**Routed clock nets over the placement**

Scale bar: 20 um.
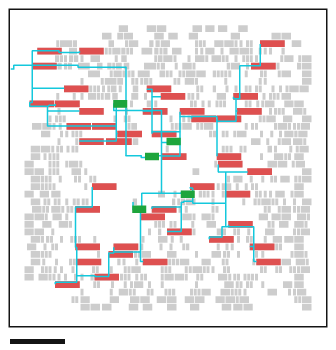
**M3 wires**

Scale bar: 20 um.
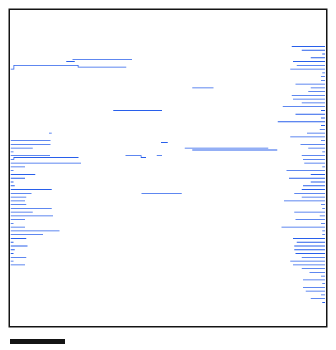
**Close-up of the layout**

Window x 37 to 77, y 14 to 54 um. Cells in grey, sequential cells in the stronger grey; small squares are vias.
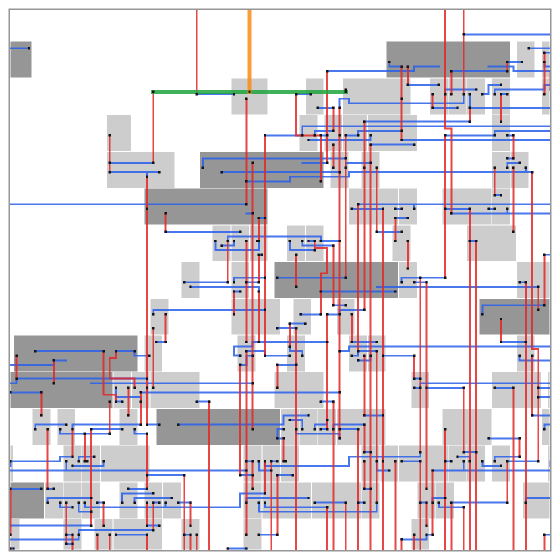
**Metal layers overlaid**

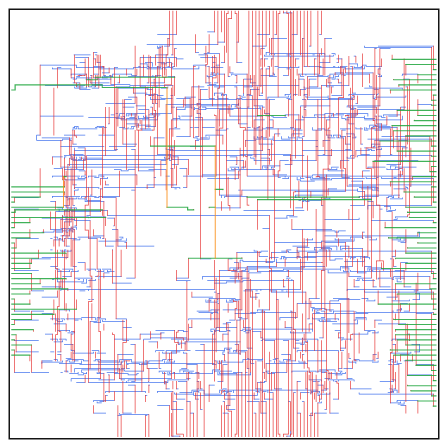
**Cell placement**

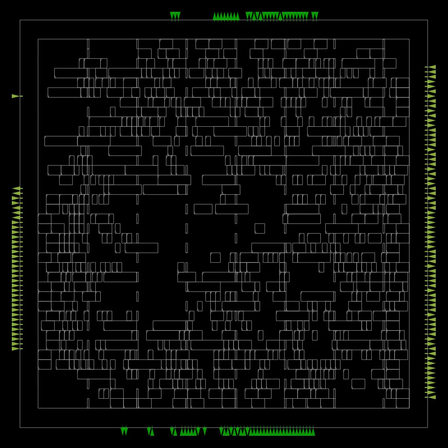
<file path="config.mk">
export PLATFORM = sky130hd
export DESIGN_NAME = mem_arbiter_flat
export DESIGN_NICKNAME = d
export VERILOG_FILES = /design/src/rtl/tiny16_pkg.sv /design/src/rtl/mem_arbiter_if.sv /design/src/rtl/mem_arbiter_arb_select.sv /design/src/rtl/mem_arbiter.sv /design/src/flat_wrapper.sv
export SDC_FILE = /design/constraint.sdc
export NUM_CORES = 1
export LEC_CHECK = 0
export ABC_AREA = 1
export ABC_CLOCK_PERIOD_IN_PS = 6500
export CAP_MARGIN = 5
export CORE_MARGIN = 5
export CORE_UTILIZATION = 30
export DETAILED_ROUTE_END_ITERATION = 8
export SLEW_MARGIN = 10
export SYNTH_ARGS = -nofsm -noshare
export SYNTH_HDL_FRONTEND = slang
export SYNTH_HIERARCHICAL = 1
export SYNTH_SLANG_ARGS = --single-unit
</file>
<file path="constraint.sdc">
create_clock -name clk -period 6.5 [get_ports clk]
set_clock_uncertainty 0.2 [all_clocks]
set_input_delay 1.3 -clock clk [delete_from_list [all_inputs] [get_ports clk]]
set_output_delay 1.3 -clock clk [all_outputs]
set_load 0.01 [all_outputs]
</file>
<file path="src/rtl/tiny16_pkg.sv">
// Shared definitions for the tiny16 memory arbiter: requester IDs, FSM
// encoding and default sizing.
package tiny16_pkg;

    localparam int unsigned STARVE_LIMIT_DEFAULT = 4;
    localparam int unsigned NUM_REQ              = 3;
    localparam int unsigned ADDR_W               = 16;
    localparam int unsigned DATA_W               = 16;

    typedef enum logic [1:0] {
        REQ_CPU = 2'd0,
        REQ_DMA = 2'd1,
        REQ_DSP = 2'd2
    } req_id_e;

    typedef enum logic [1:0] {
        ST_IDLE   = 2'd0,
        ST_ACCESS = 2'd1,
        ST_RESP   = 2'd2
    } arb_state_e;

    function automatic logic [NUM_REQ-1:0] id_to_onehot(req_id_e id);
        return NUM_REQ'(1) << id;
    endfunction

endpackage

</file>
<file path="src/rtl/mem_arbiter_if.sv">
// Bundle of the three requester ports and the synchronous-RAM port.
// Requesters hold req (and their we/addr/wdata) until they see their one-cycle
// ack; gnt marks the owner from the cycle after the decision until the ack.
interface mem_arbiter_if;
    import tiny16_pkg::*;

    logic              cpu_req,   dma_req,   dsp_req;
    logic              cpu_we,    dma_we,    dsp_we;
    logic [ADDR_W-1:0] cpu_addr,  dma_addr,  dsp_addr;
    logic [DATA_W-1:0] cpu_wdata, dma_wdata, dsp_wdata;
    logic              cpu_gnt,   dma_gnt,   dsp_gnt;
    logic              cpu_ack,   dma_ack,   dsp_ack;
    logic [DATA_W-1:0] rdata;

    logic              mem_en;
    logic              mem_we;
    logic [ADDR_W-1:0] mem_addr;
    logic [DATA_W-1:0] mem_wdata;
    logic [DATA_W-1:0] mem_rdata;

    modport slave (
        input  cpu_req, dma_req, dsp_req,
        input  cpu_we, dma_we, dsp_we,
        input  cpu_addr, dma_addr, dsp_addr,
        input  cpu_wdata, dma_wdata, dsp_wdata,
        input  mem_rdata,
        output cpu_gnt, dma_gnt, dsp_gnt,
        output cpu_ack, dma_ack, dsp_ack,
        output rdata,
        output mem_en, mem_we, mem_addr, mem_wdata
    );

    modport master (
        output cpu_req, dma_req, dsp_req,
        output cpu_we, dma_we, dsp_we,
        output cpu_addr, dma_addr, dsp_addr,
        output cpu_wdata, dma_wdata, dsp_wdata,
        output mem_rdata,
        input  cpu_gnt, dma_gnt, dsp_gnt,
        input  cpu_ack, dma_ack, dsp_ack,
        input  rdata,
        input  mem_en, mem_we, mem_addr, mem_wdata
    );

endinterface

</file>
<file path="src/rtl/mem_arbiter_arb_select.sv">
// Winner selection for the arbiter: fixed CPU > DMA > DSP priority, overridden
// by starvation counters on DMA/DSP with a last-served tiebreak between them.
module arb_select
    import tiny16_pkg::*;
#(
    parameter int unsigned STARVE_LIMIT = STARVE_LIMIT_DEFAULT
) (
    input  logic               clk,
    input  logic               rst,
    input  logic               decide,
    input  logic [NUM_REQ-1:0] req,
    output req_id_e            win_id
);

    localparam int unsigned CNT_W = (STARVE_LIMIT < 1) ? 1 : $clog2(STARVE_LIMIT + 1);
    localparam logic [CNT_W-1:0] LIMIT = CNT_W'(STARVE_LIMIT);

    logic [CNT_W-1:0] dma_wait_q, dma_wait_d;
    logic [CNT_W-1:0] dsp_wait_q, dsp_wait_d;
    req_id_e          last_svc_q, last_svc_d;
    logic             dma_starved, dsp_starved;

    assign dma_starved = req[REQ_DMA] && (dma_wait_q == LIMIT);
    assign dsp_starved = req[REQ_DSP] && (dsp_wait_q == LIMIT);

    function automatic logic [CNT_W-1:0] next_wait(logic             is_req,
                                                   logic             won,
                                                   logic [CNT_W-1:0] cur);
        if (!is_req || won) begin
            return '0;
        end else if (cur == LIMIT) begin
            return cur;
        end else begin
            return cur + 1'b1;
        end
    endfunction

    always_comb begin
        win_id = REQ_CPU;
        if (dma_starved && dsp_starved) begin
            // Both starved: hand the slot to whichever was not served last.
            win_id = (last_svc_q == REQ_DMA) ? REQ_DSP : REQ_DMA;
        end else if (dma_starved) begin
            win_id = REQ_DMA;
        end else if (dsp_starved) begin
            win_id = REQ_DSP;
        end else if (req[REQ_CPU]) begin
            win_id = REQ_CPU;
        end else if (req[REQ_DMA]) begin
            win_id = REQ_DMA;
        end else if (req[REQ_DSP]) begin
            win_id = REQ_DSP;
        end
    end

    always_comb begin
        dma_wait_d = dma_wait_q;
        dsp_wait_d = dsp_wait_q;
        last_svc_d = last_svc_q;
        if (decide) begin
            dma_wait_d = next_wait(req[REQ_DMA], win_id == REQ_DMA, dma_wait_q);
            dsp_wait_d = next_wait(req[REQ_DSP], win_id == REQ_DSP, dsp_wait_q);
            if (win_id != REQ_CPU) begin
                last_svc_d = win_id;
            end
        end
    end

    always_ff @(posedge clk or negedge rst) begin
        if (!rst) begin
            dma_wait_q <= '0;
            dsp_wait_q <= '0;
            last_svc_q <= REQ_DSP;
        end else begin
            dma_wait_q <= dma_wait_d;
            dsp_wait_q <= dsp_wait_d;
            last_svc_q <= last_svc_d;
        end
    end

endmodule

</file>
<file path="src/rtl/mem_arbiter.sv">
// Three-requester arbiter for a single-port synchronous RAM. Each transaction
// runs IDLE (decide/latch) -> ACCESS (RAM cycle) -> RESP (ack + read data).
module mem_arbiter
    import tiny16_pkg::*;
#(
    parameter int unsigned STARVE_LIMIT = STARVE_LIMIT_DEFAULT
) (
    input  logic       clk,
    input  logic       rst,
    mem_arbiter_if.slave bus,
    output arb_state_e dbg_state
);

    arb_state_e        state_q, state_d;
    req_id_e           owner_q, owner_d;
    logic              we_q,    we_d;
    logic [ADDR_W-1:0] addr_q,  addr_d;
    logic [DATA_W-1:0] wdata_q, wdata_d;

    logic [NUM_REQ-1:0] req_vec;
    logic [NUM_REQ-1:0] gnt_vec;
    logic [NUM_REQ-1:0] ack_vec;
    logic               decide;
    req_id_e            win_id;

    assign req_vec = {bus.dsp_req, bus.dma_req, bus.cpu_req};
    assign decide  = (state_q == ST_IDLE) && (|req_vec);

    arb_select #(
        .STARVE_LIMIT (STARVE_LIMIT)
    ) u_select (
        .clk    (clk),
        .rst    (rst),
        .decide (decide),
        .req    (req_vec),
        .win_id (win_id)
    );

    always_comb begin
        state_d = state_q;
        owner_d = owner_q;
        we_d    = we_q;
        addr_d  = addr_q;
        wdata_d = wdata_q;
        case (state_q)
            ST_IDLE: begin
                if (decide) begin
                    state_d = ST_ACCESS;
                    owner_d = win_id;
                    // Capture the winner's command now; later input changes are ignored.
                    case (win_id)
                        REQ_DMA: begin
                            we_d    = bus.dma_we;
                            addr_d  = bus.dma_addr;
                            wdata_d = bus.dma_wdata;
                        end
                        REQ_DSP: begin
                            we_d    = bus.dsp_we;
                            addr_d  = bus.dsp_addr;
                            wdata_d = bus.dsp_wdata;
                        end
                        default: begin
                            we_d    = bus.cpu_we;
                            addr_d  = bus.cpu_addr;
                            wdata_d = bus.cpu_wdata;
                        end
                    endcase
                end
            end
            ST_ACCESS: state_d = ST_RESP;
            ST_RESP:   state_d = ST_IDLE;
            default:   state_d = ST_IDLE;
        endcase
    end

    always_ff @(posedge clk or negedge rst) begin
        if (!rst) begin
            state_q <= ST_IDLE;
            owner_q <= REQ_CPU;
            we_q    <= 1'b0;
            addr_q  <= '0;
            wdata_q <= '0;
        end else begin
            state_q <= state_d;
            owner_q <= owner_d;
            we_q    <= we_d;
            addr_q  <= addr_d;
            wdata_q <= wdata_d;
        end
    end

    // Outputs decode from the registered state, so reset clears them at once.
    assign gnt_vec = (state_q != ST_IDLE) ? id_to_onehot(owner_q) : '0;
    assign ack_vec = (state_q == ST_RESP) ? id_to_onehot(owner_q) : '0;

    assign bus.cpu_gnt = gnt_vec[REQ_CPU];
    assign bus.dma_gnt = gnt_vec[REQ_DMA];
    assign bus.dsp_gnt = gnt_vec[REQ_DSP];
    assign bus.cpu_ack = ack_vec[REQ_CPU];
    assign bus.dma_ack = ack_vec[REQ_DMA];
    assign bus.dsp_ack = ack_vec[REQ_DSP];

    assign bus.mem_en    = (state_q == ST_ACCESS);
    assign bus.mem_we    = bus.mem_en && we_q;
    assign bus.mem_addr  = bus.mem_en ? addr_q  : '0;
    assign bus.mem_wdata = bus.mem_en ? wdata_q : '0;
    assign bus.rdata     = ((state_q == ST_RESP) && !we_q) ? bus.mem_rdata : '0;

    assign dbg_state = state_q;

endmodule

</file>
<file path="src/flat_wrapper.sv">
// flat-port wrapper written by rule: the top's interface ports become plain ports
module mem_arbiter_flat import tiny16_pkg::*;
#(
    parameter int unsigned STARVE_LIMIT = STARVE_LIMIT_DEFAULT
)
  (clk, rst, dbg_state, bus_cpu_req, bus_dma_req, bus_dsp_req, bus_cpu_we, bus_dma_we, bus_dsp_we, bus_cpu_addr, bus_dma_addr, bus_dsp_addr, bus_cpu_wdata, bus_dma_wdata, bus_dsp_wdata, bus_mem_rdata, bus_cpu_gnt, bus_dma_gnt, bus_dsp_gnt, bus_cpu_ack, bus_dma_ack, bus_dsp_ack, bus_rdata, bus_mem_en, bus_mem_we, bus_mem_addr, bus_mem_wdata);
  mem_arbiter_if bus_i ();
  input  logic clk;
  input  logic rst;
  output arb_state_e dbg_state;
  input wire logic [$bits(bus_i.cpu_req)-1:0] bus_cpu_req;
  input wire logic [$bits(bus_i.dma_req)-1:0] bus_dma_req;
  input wire logic [$bits(bus_i.dsp_req)-1:0] bus_dsp_req;
  input wire logic [$bits(bus_i.cpu_we)-1:0] bus_cpu_we;
  input wire logic [$bits(bus_i.dma_we)-1:0] bus_dma_we;
  input wire logic [$bits(bus_i.dsp_we)-1:0] bus_dsp_we;
  input wire logic [$bits(bus_i.cpu_addr)-1:0] bus_cpu_addr;
  input wire logic [$bits(bus_i.dma_addr)-1:0] bus_dma_addr;
  input wire logic [$bits(bus_i.dsp_addr)-1:0] bus_dsp_addr;
  input wire logic [$bits(bus_i.cpu_wdata)-1:0] bus_cpu_wdata;
  input wire logic [$bits(bus_i.dma_wdata)-1:0] bus_dma_wdata;
  input wire logic [$bits(bus_i.dsp_wdata)-1:0] bus_dsp_wdata;
  input wire logic [$bits(bus_i.mem_rdata)-1:0] bus_mem_rdata;
  output wire logic [$bits(bus_i.cpu_gnt)-1:0] bus_cpu_gnt;
  output wire logic [$bits(bus_i.dma_gnt)-1:0] bus_dma_gnt;
  output wire logic [$bits(bus_i.dsp_gnt)-1:0] bus_dsp_gnt;
  output wire logic [$bits(bus_i.cpu_ack)-1:0] bus_cpu_ack;
  output wire logic [$bits(bus_i.dma_ack)-1:0] bus_dma_ack;
  output wire logic [$bits(bus_i.dsp_ack)-1:0] bus_dsp_ack;
  output wire logic [$bits(bus_i.rdata)-1:0] bus_rdata;
  output wire logic [$bits(bus_i.mem_en)-1:0] bus_mem_en;
  output wire logic [$bits(bus_i.mem_we)-1:0] bus_mem_we;
  output wire logic [$bits(bus_i.mem_addr)-1:0] bus_mem_addr;
  output wire logic [$bits(bus_i.mem_wdata)-1:0] bus_mem_wdata;
  assign bus_i.cpu_req = bus_cpu_req;
  assign bus_i.dma_req = bus_dma_req;
  assign bus_i.dsp_req = bus_dsp_req;
  assign bus_i.cpu_we = bus_cpu_we;
  assign bus_i.dma_we = bus_dma_we;
  assign bus_i.dsp_we = bus_dsp_we;
  assign bus_i.cpu_addr = bus_cpu_addr;
  assign bus_i.dma_addr = bus_dma_addr;
  assign bus_i.dsp_addr = bus_dsp_addr;
  assign bus_i.cpu_wdata = bus_cpu_wdata;
  assign bus_i.dma_wdata = bus_dma_wdata;
  assign bus_i.dsp_wdata = bus_dsp_wdata;
  assign bus_i.mem_rdata = bus_mem_rdata;
  assign bus_cpu_gnt = bus_i.cpu_gnt;
  assign bus_dma_gnt = bus_i.dma_gnt;
  assign bus_dsp_gnt = bus_i.dsp_gnt;
  assign bus_cpu_ack = bus_i.cpu_ack;
  assign bus_dma_ack = bus_i.dma_ack;
  assign bus_dsp_ack = bus_i.dsp_ack;
  assign bus_rdata = bus_i.rdata;
  assign bus_mem_en = bus_i.mem_en;
  assign bus_mem_we = bus_i.mem_we;
  assign bus_mem_addr = bus_i.mem_addr;
  assign bus_mem_wdata = bus_i.mem_wdata;
  mem_arbiter #(.STARVE_LIMIT(STARVE_LIMIT)) u_core (.clk(clk), .rst(rst), .bus(bus_i), .dbg_state(dbg_state));
endmodule
</file>
==> impl_metrics.py <==
# Metrics from the implementation run
metrics = {
    "critical_path": {
        "required_ns": 5.00,
        "cp_max_fo": 1,
        "r2r-end": "u_core/wdata_q[8]",
        "worstPathArrival_ns": 2.48,
        "crit_type": "in -> out",
    },
    "global_routing": {
        "grt_pass1_vias": 3776,
    },
    "final_timing": {
        "setup_tns_ns": 0,
        "fin_crit_ns": 3.98,
        "finalWorstSetupSlack_ns": 2.52,
    },
    "layout": {
        "signal_buffers": 180,
        "final_util": 0.478,
        "clock_buffers": 6,
        "nMultiInputCombCells": 412,
        "sh_seq_area": 0.219,
        "diodes": 0,
        "inverters": 73,
        "nets": 843,
        "layout.nonclk_buf_frac": 0.348,
    },
    "synthesis": {
        "post-synth-top-area-fraction": 0.366,
        "synthMuxAreaShare": 0,
        "yosys_area_sq_um": 3250,
        "synthAoiAreaFrac": 0.0146,
        "syn_nets": 682,
        "synthAdderAreaFrac": 0.0231,
        "yosysMostFrequentCell": "nand2_1",
    },
    "placed_design": {
        "placed_area_sq_um": 5050,
        "post-place-ws_ns": 2.28,
    },
    "route": {
        "met3_length_um": 911,
    },
    "die": {
        "fp.dieH_um": 114,
        "coreArea_sq_um": 10700,
        "chip_area_sq_um": 13000,
        "io-pin-count": 178,
        "fp_util": 0.303,
    },
    "run_status": {
        "run_status": "complete, no violations",
    },
    "pwr": {
        "total_power_mw": 1.57,
    },
    "clock_tree": {
        "cts_setup_buffers": 0,
    },
}
About 'routed clock nets over the placement':
[cyan] clock wires | length: 654 um
[green] cells driving clock nets | count: 5
[red] flip-flops | count: 45
routed clock nets	6

About 'M3 wires':
nets with wire on the layer	110
wire length on this layer	911 um
DRT Wirelength: 10800 um
via count: 3659

About 'close-up of the layout':
colour	layer
orange	met4
blue	met1
red	met2
green	met3
cells with their middle in the window	98
sequential cells in the window	8
most frequent	nand2_1 (53), clkdlybuf4s50_1 (17)
netlist names of flops here include	`u_core/wdata_q` (7), `u_core/addr_q` (1)

About 'metal layers overlaid':
colour	layer	wire length
orange	met4	70.0 um
green	met3	911 um
red	met2	5430 um
blue	met1	4430 um
Global Route Usage Sum: 0.165
wire length per cell: 12.6 um

About 'cell placement':
# fillers: 1105
flip-flops: 45
Layout Cells excl Fill: 858

[power by group]
part | total [mW] | internal (mW) | switching (mW) | leakage [nW]
Combinational | 0.918 | 0.397 | 0.521 | 2.08
Sequential | 0.485 | 0.406 | 0.0791 | 0.570
Clock | 0.171 | 0.0748 | 0.0959 | 0.0450
Total | 1.57 | 0.877 | 0.696 | 2.69
[registers in the layout, indices dropped and copies added (netlist names)]
name and flops:
u_core/dbg_state 2, u_core/addr_q 16, u_core/owner_q 2, u_core/u_select/dma_wait_q 3
u_core/u_select/last_svc_q 2, u_core/wdata_q 16, u_core/we_q 1, u_core/u_select/dsp_wait_q 3
[critical path, cell delays in order]
cell             delay, ns
clkdlybuf4s50_1       0.45
inv_1                 0.04
nor2_1                0.12
clkdlybuf4s50_1       0.57
Power and IR drop assume default switching activity.
